## src/rtl/tpu_pool_pkg.sv

```systemverilog
// Shared FP16 constants and helpers for the pooling stage.
package tpu_pool_pkg;

  localparam int unsigned FP16_W = 16;

  localparam logic [FP16_W-1:0] FP16_QNAN     = 16'h7E00;
  localparam logic [FP16_W-1:0] FP16_POS_ZERO = 16'h0000;
  localparam logic [4:0]        FP16_EXP_MAX  = 5'd31;

  function automatic logic is_nan(input logic [FP16_W-1:0] x);
    return (x[14:10] == FP16_EXP_MAX) && (x[9:0] != 10'd0);
  endfunction

endpackage

```

## src/rtl/fp16_max.sv

```systemverilog
// Combinational FP16 maximum with IEEE total ordering, +0 preferred over -0, canonical NaN out.
module fp16_max
  import tpu_pool_pkg::*;
(
  input  logic [FP16_W-1:0] a,
  input  logic [FP16_W-1:0] b,
  output logic [FP16_W-1:0] max_c
);

  logic [FP16_W-1:0] key_a;
  logic [FP16_W-1:0] key_b;

  // Map sign-magnitude onto an unsigned key whose order matches the float order.
  always_comb begin
    key_a = a[15] ? ~a : {1'b1, a[14:0]};
    key_b = b[15] ? ~b : {1'b1, b[14:0]};
  end

  always_comb begin
    max_c = b;
    if (is_nan(a) || is_nan(b)) begin
      max_c = FP16_QNAN;
    end else if ((a[14:0] == 15'd0) && (b[14:0] == 15'd0)) begin
      max_c = (a[15] && b[15]) ? a : FP16_POS_ZERO;
    end else if (key_a >= key_b) begin
      max_c = a;
    end
  end

endmodule

```

## src/rtl/fp16_maxpool_2x2.sv

```systemverilog
// Streaming 2x2 stride-2 FP16 max-pool over raster-order rows, with a pass-through mode.
module fp16_maxpool_2x2
  import tpu_pool_pkg::*;
#(
  parameter int unsigned DATA_WIDTH = 16,
  parameter int unsigned ROW_WIDTH  = 8
) (
  input  logic                  clk,
  input  logic                  rst_n,
  input  logic                  enable,
  input  logic                  in_valid,
  input  logic [DATA_WIDTH-1:0] in_data,
  input  logic                  frame_start,
  input  logic                  bypass,
  output logic                  out_valid,
  output logic [DATA_WIDTH-1:0] out_data,
  output logic                  busy
);

  localparam int unsigned COL_W    = (ROW_WIDTH > 2) ? $clog2(ROW_WIDTH) : 1;
  localparam int unsigned LB_DEPTH = ROW_WIDTH / 2;
  localparam int unsigned IDX_W    = (LB_DEPTH > 1) ? $clog2(LB_DEPTH) : 1;

  logic [COL_W-1:0]      col_q;
  logic                  row_q;
  logic [DATA_WIDTH-1:0] hold_q;
  logic                  bypass_q;
  logic [DATA_WIDTH-1:0] line_buf [LB_DEPTH];

  logic                  accept;
  logic [COL_W-1:0]      col_eff;
  logic                  row_eff;
  logic                  byp_eff;
  logic                  last_col;
  logic [COL_W-1:0]      col_nxt;
  logic                  row_nxt;
  logic [IDX_W-1:0]      lb_idx;
  logic                  odd_col;
  logic [DATA_WIDTH-1:0] h_max_c;
  logic [DATA_WIDTH-1:0] v_max_c;

  // A frame_start beat acts as column 0 of an even row, with its own bypass value.
  always_comb begin
    accept   = enable && in_valid;
    col_eff  = frame_start ? '0 : col_q;
    row_eff  = frame_start ? 1'b0 : row_q;
    byp_eff  = frame_start ? bypass : bypass_q;
    last_col = (col_eff == COL_W'(ROW_WIDTH - 1));
    col_nxt  = last_col ? '0 : col_eff + COL_W'(1);
    row_nxt  = row_eff ^ last_col;
    lb_idx   = IDX_W'(col_eff >> 1);
    odd_col  = col_eff[0];
  end

  fp16_max u_hmax (
    .a     (hold_q),
    .b     (in_data),
    .max_c (h_max_c)
  );

  fp16_max u_vmax (
    .a     (h_max_c),
    .b     (line_buf[lb_idx]),
    .max_c (v_max_c)
  );

  always_ff @(posedge clk or negedge rst_n) begin
    if (!rst_n) begin
      col_q     <= '0;
      row_q     <= 1'b0;
      hold_q    <= '0;
      bypass_q  <= 1'b0;
      out_valid <= 1'b0;
      out_data  <= '0;
      busy      <= 1'b0;
    end else begin
      out_valid <= 1'b0;
      if (accept) begin
        col_q    <= col_nxt;
        row_q    <= row_nxt;
        bypass_q <= byp_eff;
        busy     <= (col_nxt != '0) || row_nxt;
        if (byp_eff) begin
          out_valid <= 1'b1;
          out_data  <= in_data;
        end else if (!odd_col) begin
          hold_q <= in_data;
        end else if (row_eff) begin
          out_valid <= 1'b1;
          out_data  <= v_max_c;
        end
      end
    end
  end

  // Even-row horizontal maxima; every entry is rewritten before the odd row reads it.
  always_ff @(posedge clk) begin
    if (accept && !byp_eff && odd_col && !row_eff) begin
      line_buf[lb_idx] <= h_max_c;
    end
  end

endmodule

```

## config.mk

```make
export PLATFORM = sky130hd
export DESIGN_NAME = fp16_maxpool_2x2
export DESIGN_NICKNAME = d
export VERILOG_FILES = /design/src/rtl/tpu_pool_pkg.sv /design/src/rtl/fp16_max.sv /design/src/rtl/fp16_maxpool_2x2.sv
export SDC_FILE = /design/constraint.sdc
export NUM_CORES = 1
export LEC_CHECK = 0
export ABC_AREA = 1
export CAP_MARGIN = 0
export CORE_MARGIN = 2
export CORE_UTILIZATION = 55
export DETAILED_ROUTE_END_ITERATION = 8
export GPL_TIMING_DRIVEN = 0
export PLACE_DENSITY = 0.79
export SKIP_LAST_GASP = 1
export SLEW_MARGIN = 20
export SYNTH_ARGS = -nofsm -noshare
export SYNTH_HDL_FRONTEND = slang
export SYNTH_SLANG_ARGS = --single-unit
```

## constraint.sdc

```tcl
create_clock -name clk -period 5.4 [get_ports clk]
set_clock_uncertainty 0.2 [all_clocks]
set_input_delay 0.54 -clock clk [delete_from_list [all_inputs] [get_ports clk]]
set_output_delay 0.54 -clock clk [all_outputs]
set_load 0.1 [all_outputs]
```

==> images/clk_routes.png <==
Drawn at 4 px/µm.
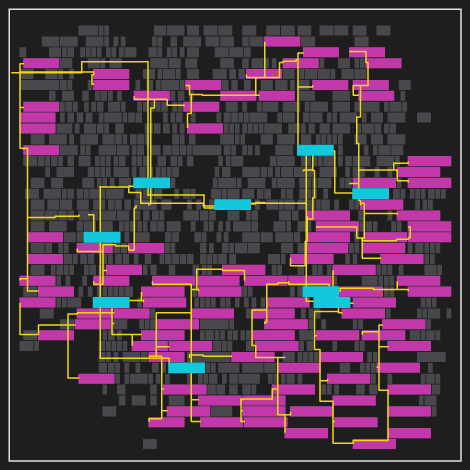
- magenta: flip-flops (count 103)
- yellow: clock wires (length 1220 µm)
- cyan: clock drivers (count 9)
- routed clock nets: 10
Clk. pwr: 679 µW
clock share of power: 0.168
Insertion Delay late pin: 0.35 ns

==> notes.md <==
The flow run is done. The run finished with clean final reports. At the placement stage, the worst setup path has a slack of -1.241 ns. Final worst-path setup slack landed at roughly 0.32 ns. IR analysis of the VDD net gives a maximum drop of roughly 400 µV. The final report gives the standard cell area, fillers excluded, as 7545 µm². The initial antenna violation count is 0. Per the detail_route report, DRC violations left total 0. Aoi/oai-family share of the synthesized area landed at 0.09668. Worst hold path stage count landed at 2. Share of post-route cells with drive strength above 1 landed at 0.1238. STA lists the startpoint of the worst register-to-register path as hold_q[15]. The critical path starts at in_data[15]. Setup repair after global routing left no endpoint under its margin.

Ranked by instance count, the synthesized netlist is headed by sky130_fd_sc_hd__nand2_1, sky130_fd_sc_hd__inv_1, sky130_fd_sc_hd__edfxtp_1, sky130_fd_sc_hd__nor2_1, sky130_fd_sc_hd__nand3_1. Count of inserted antenna diode cells landed at 0. Number of global-route vias before repair landed at 5276.

Depth of the critical timing path with buffers and inverters included landed at 31. The script logs the mean routed wire length per placed instance as approximately 17 µm. The layout report gives the register share of total cell area as 0.3841. Final sum of negative setup slack landed at 0 ns.
==> images/detail.png <==
Window x 44 to 69, y 44 to 69 µm. Cells in gray, sequential cells in the stronger gray; small squares are vias.
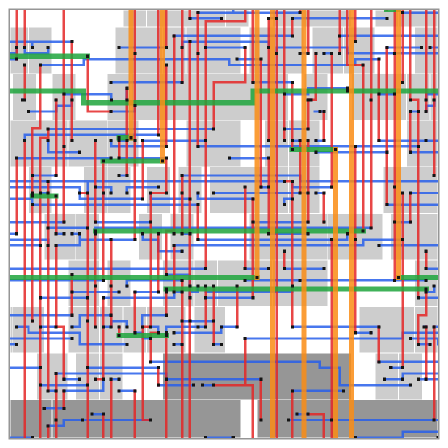
- orange: metal 4
- red: metal 2
- blue: metal 1
- green: metal 3
- netlist names of flops here include: `line_buf` (3)
- most frequent: nor2_1 (11), nand2_1 (10), a21oi_1 (7)
- cells with their middle in the window: 60
- sequential cells in the window: 3

Power is estimated from default activity; no workload was simulated.
